===== config.mk =====
export PLATFORM = sky130hd
export DESIGN_NAME = smbus_event_scheduler
export DESIGN_NICKNAME = d
export VERILOG_FILES = /design/src/rtl/smbus_event_scheduler_pkg.sv /design/src/rtl/smbus_event_scheduler_rr_arbiter.sv /design/src/rtl/smbus_event_scheduler.sv
export SDC_FILE = /design/constraint.sdc
export NUM_CORES = 1
export LEC_CHECK = 0
export CORE_ASPECT_RATIO = 2
export CORE_UTILIZATION = 46
export CTS_CLUSTER_SIZE = 8
export DETAILED_ROUTE_END_ITERATION = 10
export PLACE_DENSITY = 0.84
export SETUP_SLACK_MARGIN = 0.3
export SLEW_MARGIN = 20
export SYNTH_ARGS = -nofsm -noshare
export SYNTH_HDL_FRONTEND = slang
export SYNTH_SLANG_ARGS = --single-unit

===== constraint.sdc =====
create_clock -name clk -period 3.15 [get_ports clk]
set_input_delay 0.63 -clock clk [delete_from_list [all_inputs] [get_ports clk]]
set_output_delay 0.63 -clock clk [all_outputs]
set_load 0.01 [all_outputs]

===== src/rtl/smbus_event_scheduler_pkg.sv =====
// smbus_event_scheduler_pkg: SMBus event encoding, scheduler states and echo helpers.
package smbus_event_scheduler_pkg;

    localparam int SMBUS_REPEAT_DATA  = 3;
    localparam int SMBUS_REPEAT_CTRL  = 1;
    localparam int SMBUS_ECHO_TIMEOUT = 16;

    typedef enum logic [3:0] {
        EV_IDLE          = 4'd0,
        EV_START         = 4'd1,
        EV_STOP          = 4'd2,
        EV_DATA_0        = 4'd3,
        EV_DATA_1        = 4'd4,
        EV_BIT_RCV       = 4'd5,
        EV_DATA_0_ECHO   = 4'd6,
        EV_DATA_1_ECHO   = 4'd7,
        EV_DATA_RCV_ECHO = 4'd8,
        EV_ACK           = 4'd9,
        EV_NACK          = 4'd10
    } smbus_event_t;

    typedef enum logic [1:0] {ST_IDLE, ST_SEND, ST_WAIT_ECHO} sched_state_t;

    function automatic logic is_data_event(smbus_event_t ev);
        return ev == EV_DATA_0 || ev == EV_DATA_1 || ev == EV_BIT_RCV;
    endfunction

    function automatic smbus_event_t expected_echo(smbus_event_t ev);
        return ev == EV_DATA_0  ? EV_DATA_0_ECHO :
               ev == EV_DATA_1  ? EV_DATA_1_ECHO :
               ev == EV_BIT_RCV ? EV_DATA_RCV_ECHO : EV_IDLE;
    endfunction

endpackage


===== src/rtl/smbus_event_scheduler_rr_arbiter.sv =====
// smbus_rr_arbiter: combinational round-robin pick starting after rr_ptr.
module smbus_rr_arbiter #(
    parameter int NUM_CH = 4
) (
    input  logic [NUM_CH-1:0]         req,
    input  logic [$clog2(NUM_CH)-1:0] rr_ptr,
    input  logic                      en,
    output logic [NUM_CH-1:0]         gnt,
    output logic [$clog2(NUM_CH)-1:0] idx
);
    localparam int CHW = $clog2(NUM_CH);

    // Walk from farthest to nearest so the channel right after rr_ptr overwrites last.
    always_comb begin
        gnt = '0;
        idx = '0;
        for (int i = NUM_CH; i >= 1; i--) begin
            if (en && req[(int'(rr_ptr) + i) % NUM_CH]) begin
                gnt = '0;
                gnt[(int'(rr_ptr) + i) % NUM_CH] = 1'b1;
                idx = CHW'((int'(rr_ptr) + i) % NUM_CH);
            end
        end
    end
endmodule


===== src/rtl/smbus_event_scheduler.sv =====
// smbus_event_scheduler: round-robin share of the LTPI frame SMBus slot with repeat and echo tracking.
module smbus_event_scheduler
    import smbus_event_scheduler_pkg::*;
#(
    parameter int NUM_CH       = 4,
    parameter int REPEAT_DATA  = SMBUS_REPEAT_DATA,
    parameter int REPEAT_CTRL  = SMBUS_REPEAT_CTRL,
    parameter int ECHO_TIMEOUT = SMBUS_ECHO_TIMEOUT
) (
    input  logic                      clk,
    input  logic                      reset_n,
    input  logic                      enable,
    input  logic                      frame_tick,
    input  logic [NUM_CH-1:0]         req_valid,
    input  logic [4*NUM_CH-1:0]       req_event,
    output logic [NUM_CH-1:0]         req_ready,
    input  logic                      rx_echo_valid,
    input  logic [$clog2(NUM_CH)-1:0] rx_echo_ch,
    input  logic [3:0]                rx_echo_event,
    output logic                      slot_valid,
    output logic [3:0]                slot_event,
    output logic [$clog2(NUM_CH)-1:0] slot_ch,
    output logic [NUM_CH-1:0]         err,
    input  logic [NUM_CH-1:0]         err_clr
);
    localparam int CHW = $clog2(NUM_CH);
    localparam int CW  = $clog2((REPEAT_DATA > ECHO_TIMEOUT ? REPEAT_DATA : ECHO_TIMEOUT) + 1);

    sched_state_t      state;
    logic [CHW-1:0]    rr_ptr, gnt_idx;
    logic [NUM_CH-1:0] gnt, err_set;
    logic [CW-1:0]     target, sent_cnt, to_cnt, sent_nx, to_nx;
    logic [3:0]        gnt_event;
    logic              slot_data, echo_seen, echo_match, send_done, timeout, leave;

    smbus_rr_arbiter #(.NUM_CH(NUM_CH)) u_arb (
        .req    (req_valid),
        .rr_ptr (rr_ptr),
        .en     (enable && state == ST_IDLE),
        .gnt    (gnt),
        .idx    (gnt_idx)
    );

    assign req_ready  = gnt;
    assign gnt_event  = req_event[{gnt_idx, 2'b00} +: 4];
    assign slot_data  = is_data_event(smbus_event_t'(slot_event));
    assign echo_match = rx_echo_valid && rx_echo_ch == slot_ch && slot_data &&
                        rx_echo_event == expected_echo(smbus_event_t'(slot_event));
    assign sent_nx    = &sent_cnt ? sent_cnt : sent_cnt + 1'b1;
    assign to_nx      = &to_cnt ? to_cnt : to_cnt + 1'b1;
    assign send_done  = state == ST_SEND && frame_tick && sent_nx >= target;
    // A matching echo always beats the timeout tick.
    assign timeout    = state == ST_WAIT_ECHO && frame_tick && !echo_match && to_nx >= CW'(ECHO_TIMEOUT);
    assign leave      = (send_done && (!slot_data || echo_seen || echo_match)) ||
                        (state == ST_WAIT_ECHO && (echo_match || timeout));
    assign err_set    = timeout ? NUM_CH'(1) << slot_ch : '0;

    always_ff @(posedge clk or negedge reset_n) begin
        if (!reset_n) begin
            state      <= ST_IDLE;
            slot_valid <= 1'b0;
            slot_event <= EV_IDLE;
            slot_ch    <= '0;
            err        <= '0;
            rr_ptr     <= CHW'(NUM_CH - 1);
            target     <= '0;
            sent_cnt   <= '0;
            to_cnt     <= '0;
            echo_seen  <= 1'b0;
        end else begin
            err <= (err & ~err_clr) | err_set;
            if (state == ST_IDLE && |gnt) begin
                state      <= ST_SEND;
                slot_valid <= 1'b1;
                slot_event <= gnt_event;
                slot_ch    <= gnt_idx;
                target     <= is_data_event(smbus_event_t'(gnt_event)) ? CW'(REPEAT_DATA) : CW'(REPEAT_CTRL);
                rr_ptr     <= gnt_idx;
                sent_cnt   <= '0;
                to_cnt     <= '0;
                echo_seen  <= 1'b0;
            end
            if (state == ST_SEND) begin
                echo_seen <= echo_seen || echo_match;
                sent_cnt  <= frame_tick ? sent_nx : sent_cnt;
            end
            if (state == ST_WAIT_ECHO)
                to_cnt <= frame_tick ? to_nx : to_cnt;
            if (send_done && !leave)
                state <= ST_WAIT_ECHO;
            if (leave) begin
                state      <= ST_IDLE;
                slot_valid <= 1'b0;
                slot_event <= EV_IDLE;
            end
            if (state != ST_IDLE && state != ST_SEND && state != ST_WAIT_ECHO)
                state <= ST_IDLE;
        end
    end
endmodule

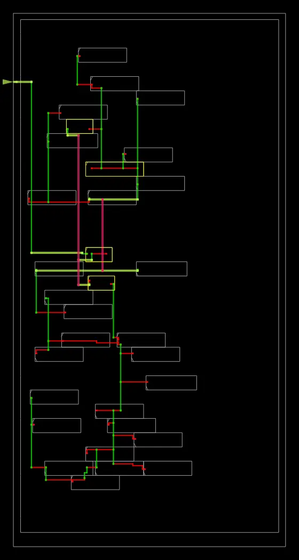
Figure 1: run 1, clock wiring as the flow saved it.
Clock Power: 0.000293 W
CLK BUF: 3
clk latency late pin: 280 ps
Num CTS Buffers: 3
TritonCTS Sinks: 28

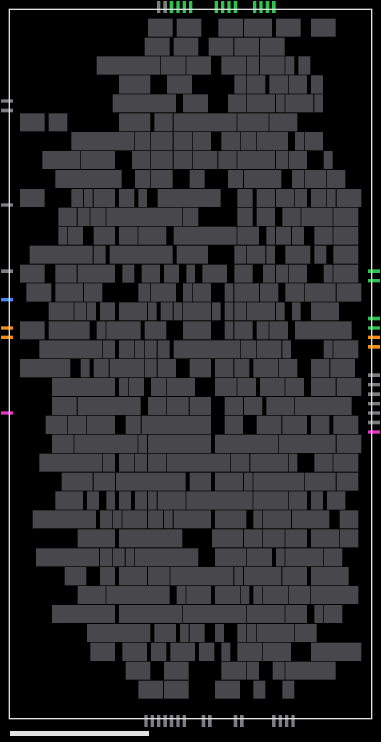
Figure 2: run 1, pin placement.
Scale bar: 20 microns. Pins as bars across the die edge, other pins in grey.
blue -> `frame_tick`  # pins 1, direction input, edge left
green -> `req_event`  # pins 16, direction input, edge 12 top, 4 right
magenta -> `rx_echo_ch`  # pins 2, direction input, edge 1 right, 1 left
orange -> `rx_echo_event`  # pins 4, direction input, edge 2 left, 2 right

==> run_results.csv, run 1 <==
group,metric,value,unit
route,wirelength_met1,2520,microns
global_routing,use_met1,0.281,
timing,slew_viol_final,0,
power,power_leader,"combinational logic",
finish,antennaDiodeCount,0,
place,dpl-instance-area,0.00312,sq mm
power,comb_power_share,0.742,
timing,fin_crit_sh,1.00,
finish,inverters_excl_clock,19,
finish,fin_nets,393,
finish,logic_gates,207,
status,outcome,"finished with violations",
synthesis,yosys.area_share.simple,0.225,
finish,fin_util,0.730,
timing,timing.final.ws_setup,-2.21,ps
power,pwr.group.combinational,0.00250,W
route,via_per_inst,6.07,
timing,rsz0062_at_grt,"true",
finish,layout.cells.most_common,"clkdlybuf4s50_1",
finish,logic_area,0.00174,sq mm
timing,finClkSkew,5.57,ps
floorplan,floorplan.core_util,0.476,
power,p_sw,0.00146,W
power,vdd_drop_max,0.000875,V
clocking,cts.htree.levels,1,
synthesis,top_cell_area_share,0.284,
timing,relSlewSlack,0.617,
finish,final_cell_area,0.00352,sq mm
power,p_seq,0.000575,W
place,io_buffers,49,
synthesis,synthAoiAreaFrac,0.235,
global_routing,grt_overflow,0,
floorplan,boundaryPins,50,
synthesis,ys_seq_frac,0.307,
finish,n_fill_cell,314,
finish,areaGrowthSynthToFinish,53.5,%
synthesis,synth_chip_area,0.00229,sq mm
clocking,path_clk_slew,100,ps
finish,signal_buffers,91,
clocking,ctsHoldBuffers,0,
hold_path,min_path_type,"flip-flop to flip-flop",
synthesis,adder_share,0.0437,
route,wire_per_inst,18.0,microns
synthesis,syn_nets,305,
finish,regArea,704,sq um
synthesis,yosysWarnings,0,
timing,whs,492,ps
timing,clock.fmax,0.317,GHz
floorplan,die_h,102,microns
global_routing,grt_use_total,0.277,
synthesis,synth-edff-count,0,
timing,finalSetupViolCount,1,
synthesis,syn_inst,262,
job,tool_warnings,32,
finish,seq-cell-share,0.200,
route,drc,0,
global_routing,grt_first_pass_wirelength,11000,microns
floorplan,row_count,36,
place,dp_cells,394,
finish,layout-drive-gt1-share,0.335,
finish,clock_area_frac,0.0203,
power,power.density,956,mW/mm^2
place,dpl.hpwl,4990,microns
global_routing,antenna_found_initial,0,
worst_setup_path,arrival,3330,ps
timing,post-route-min-period,3150,ps
synthesis,synth_cell_type_count,60,
synthesis,yosysCellCount,262,
timing,hold_violations,0,
worst_setup_path,crit_path_start_kind,"flip-flop",
route,ant_nets,0,
power,seq_power_share,0.171,
route,dr.pass1.iters,4,
power,clkPwrFrac,0.087,
floorplan,core,0.00482,sq mm
job,cap_violations,0,
synthesis,yosys_most_used_dff,"dfrtp_1",
synthesis,syn_avg_cell_area,8.75,sq um
status,violations,"negative setup slack",
power,leakagePower,1.45,nW
synthesis,synthXorXnorAreaFrac,0.0191,
finish,lay_top_cells,"clkdlybuf4s50_1, buf_4, dfrtp_1, nand2_1, inv_1",
clocking,cts_tree,"yes",
synthesis,area_leaders,"dfrtp_1, mux2i_1, ha_1, mux2_2, nand2_1",
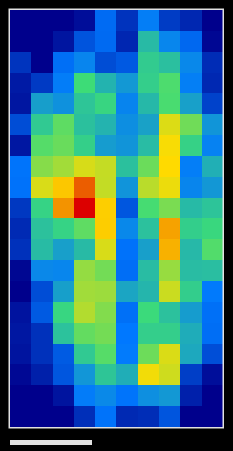
Figure 3: run 1, signal metal coverage by tile.
Scale bar: 20 microns. 10 x 20 tiles, from dark blue (low) to red (high), scaled to the fullest tile. Values are wire area over tile area, all layers added.
mean over tiles = 0.22
fullest tile = 0.65
tiles over half the peak = 24%
emptiest ninth of the die = lower left
nearly empty tiles = 9.5%

## run 1: sequential cells by signal, summed over array words and instances (netlist names)
register / cells
sent_cnt: 5
to_cnt: 5
err: 4
slot_event: 4
rr_ptr: 2
slot_ch: 2
state: 2
target: 2
echo_seen: 1
slot_valid: 1
## run 1: repair_timing
item / in CTS / in global routing
buffers inserted: 4 / 1
pin swaps: 14 / 8
gates cloned: 2 / 1
resized: 48 / 29
hold endpoints to repair: 0 / 0
endpoints found under the setup margin: 27 / 28
## run 1: path summary, 6_finish.rpt
kind,start,endpoint,slack [ps],depth (start not counted)
min reg2reg,target[0],target[0],490,1
max reg2reg,rr_ptr[0],slot_ch[1],-2,9
min,target[0],target[0],490,1
min in group asynchronous,reset_n,target[0],710,2
max,rr_ptr[0],slot_ch[1],-2,9
max in group asynchronous,reset_n,rr_ptr[1],2130,2
## run 1: cell usage after synthesis, types with 5 or more instances
master and count:
nand3_1 15, ha_1 8, mux2i_1 11, nand2b_1 7, mux2_2 7, o21ai_0 7, nor2_1 20, nand2_1 20
inv_1 17, o22ai_1 7, a21oi_1 14, and2_1 7, a21boi_0 5, dfrtp_1 26, o21ai_1 5
## run 1: logic make-up after synthesis
| kind of cell | Yosys count |
|---|---|
| DFF | 28 |
| adders and majority gates | 8 |
| AOI/OAI and AO/OA | 76 |
| buffers and inverters | 27 |
| xor gates and xnor gates | 5 |
| and+or+nand+nor | 96 |
| muxes | 22 |
## run 1: critical path, cell delays in order, from the launching register on
cell and delay, ps:
dfstp_2 580, inv_6 40, ha_4 290, mux4_2 600, o21a_4 260, a21oi_2 110, a221oi_2 80, or4_4 590
buf_12 180, mux2_4 300
==> run 1 -> run 2 <==
- ABC_CLOCK_PERIOD_IN_PS: unset -> 3150
- CTS_BUF_LIST: unset -> sky130_fd_sc_hd__clkbuf_16
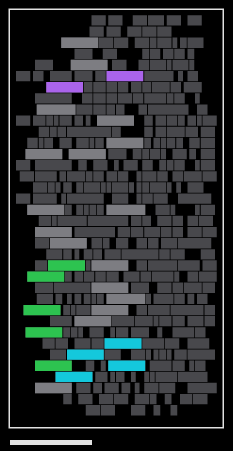
Figure 4: run 2, register map, names as in the netlist.
Scale bar: 20 microns. Other sequential cells in the stronger grey, the rest of the logic in the fainter grey.
green -> `to_cnt`  # flops 5, where lower left
purple -> `target`  # flops 2
cyan -> `err`  # flops 4, where bottom centre
Reg area: 704 sq um
Power Sequential: 0.000584 W
final core utilization: 0.750
sequential share of cell area: 0.195

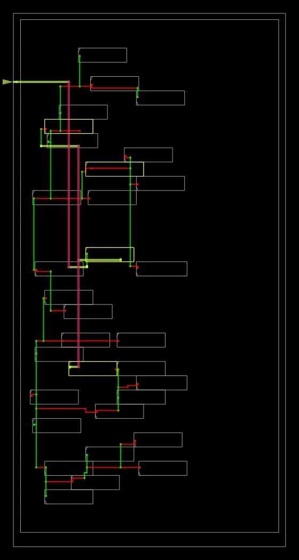
Figure 5: run 2, clock wiring as the flow saved it.
Clock Power: 0.000378 W
clock skew: 4.51 ps
final sequential cell count: 28
clk latency late pin: 270 ps

==> run_results.csv, run 2 <==
group,metric,value,unit
status,outcome,"finished with violations",
status,violations,"negative setup slack",
hold_path,holdPathStages,1,
timing,clock.fmax,0.314,GHz
floorplan,core,0.00482,sq mm
place,io_buffers,49,
power,power_leader,"combinational logic",
finish,lay_top_cells,"clkdlybuf4s50_1, buf_4, dfrtp_1, nand2_1, inv_1",
timing,finalSetupViolCount,5,
synthesis,yosys_most_used_dff,"dfrtp_1",
place,dp_cells,394,
timing,fin_crit_sh,1.01,
synthesis,synth.most_common_cell,"dfrtp_1",
synthesis,yosysWarnings,0,
worst_setup_path,arrival,2550,ps
finish,areaGrowthSynthToFinish,57.7,%
job,tool_warnings,32,
synthesis,synth_chip_area,0.00229,sq mm
job,cap_violations,0,
synthesis,synth-edff-count,0,
synthesis,synthAoiAreaFrac,0.235,
timing,timing.final.ws_setup,-34.5,ps
clocking,clock_sinks,28,
power,power.density,996,mW/mm^2
floorplan,die_h,102,microns
timing,slew_viol_final,0,
place,dpl.hpwl,4990,microns
synthesis,syn_nets,305,
synthesis,yosys.area_share.simple,0.225,
synthesis,synth_cell_type_count,60,
synthesis,syn_inst,262,
route,dr.pass1.iters,4,
power,clkPwrFrac,0.105,
global_routing,grt_use_total,0.289,
global_routing,grt_overflow,0,
power,pwr.group.combinational,0.00264,W
global_routing,grt_first_pass_wirelength,11400,microns
power,p_sw,0.00155,W
worst_setup_path,critPathBufInv,4,
-- run 2: cell counts after synthesis --
Identical to the previous run, type by type.
-- run 2: cells by family after synthesis --
logic type | after synthesis
AND-OR/OR-AND | 76
XOR/XNOR | 5
adder cells (fa/ha/maj) | 8
buffers and inverters | 27
flip-flops | 28
multiplexers | 22
AND/OR/NAND/NOR | 96
-- run 2: cell type report --
cell class | count | area, sq um
multi-input cells | 207 | 1780
flip-flops and latches | 28 | 704
fillers | 316 | 1200
clock inverters | 1 | 30.0
inverters | 19 | 76.3
well taps | 57 | 71.3
repair buffers | 92 | 875
clock buffers | 3 | 75.1
-- run 2: stage by stage --
step | area [sq um] | hold WS [ps] | setup WS [ps]
after floorplan | 2350 | 334 | -57.3
after global placement | 3120 | 461 | -391
after detailed placement | 3120 | 463 | -427
after CTS | 3430 | 481 | 12.8
after global routing | 3610 | 518 | -94.7
final | 3610 | 482 | -34.5
-- run 2: layer usage --
metal  up-vias  part of all wire  GRT usage
met2       104              0.58      0.540
met3        31             0.041     0.0357
met4         0             0.045      0.187
met1      1255              0.34      0.282
li1       1152                 -          -
met5         -                 0          0
-- run 2: final timing paths --
kind / startpoint / end / slack, ps
max: rr_ptr[0] / req_ready[1] / -30
min: target[0] / target[0] / 480
max reg2reg: rr_ptr[0] / sent_cnt[4] / -30
min reg2reg: target[0] / target[0] / 480
max in group asynchronous: reset_n / rr_ptr[1] / 2100
min in group asynchronous: reset_n / target[1] / 740
-- run 2: what timing repair did --
item                                    4_1_cts  5_1_grt
pin swaps                                    14       11
cloned                                        2        1
endpoints found under the setup margin       27       28
buffers inserted                              3        3
resized                                      45       41
endpoints found under the hold margin         0        0
Power is estimated from default activity; no workload was simulated.
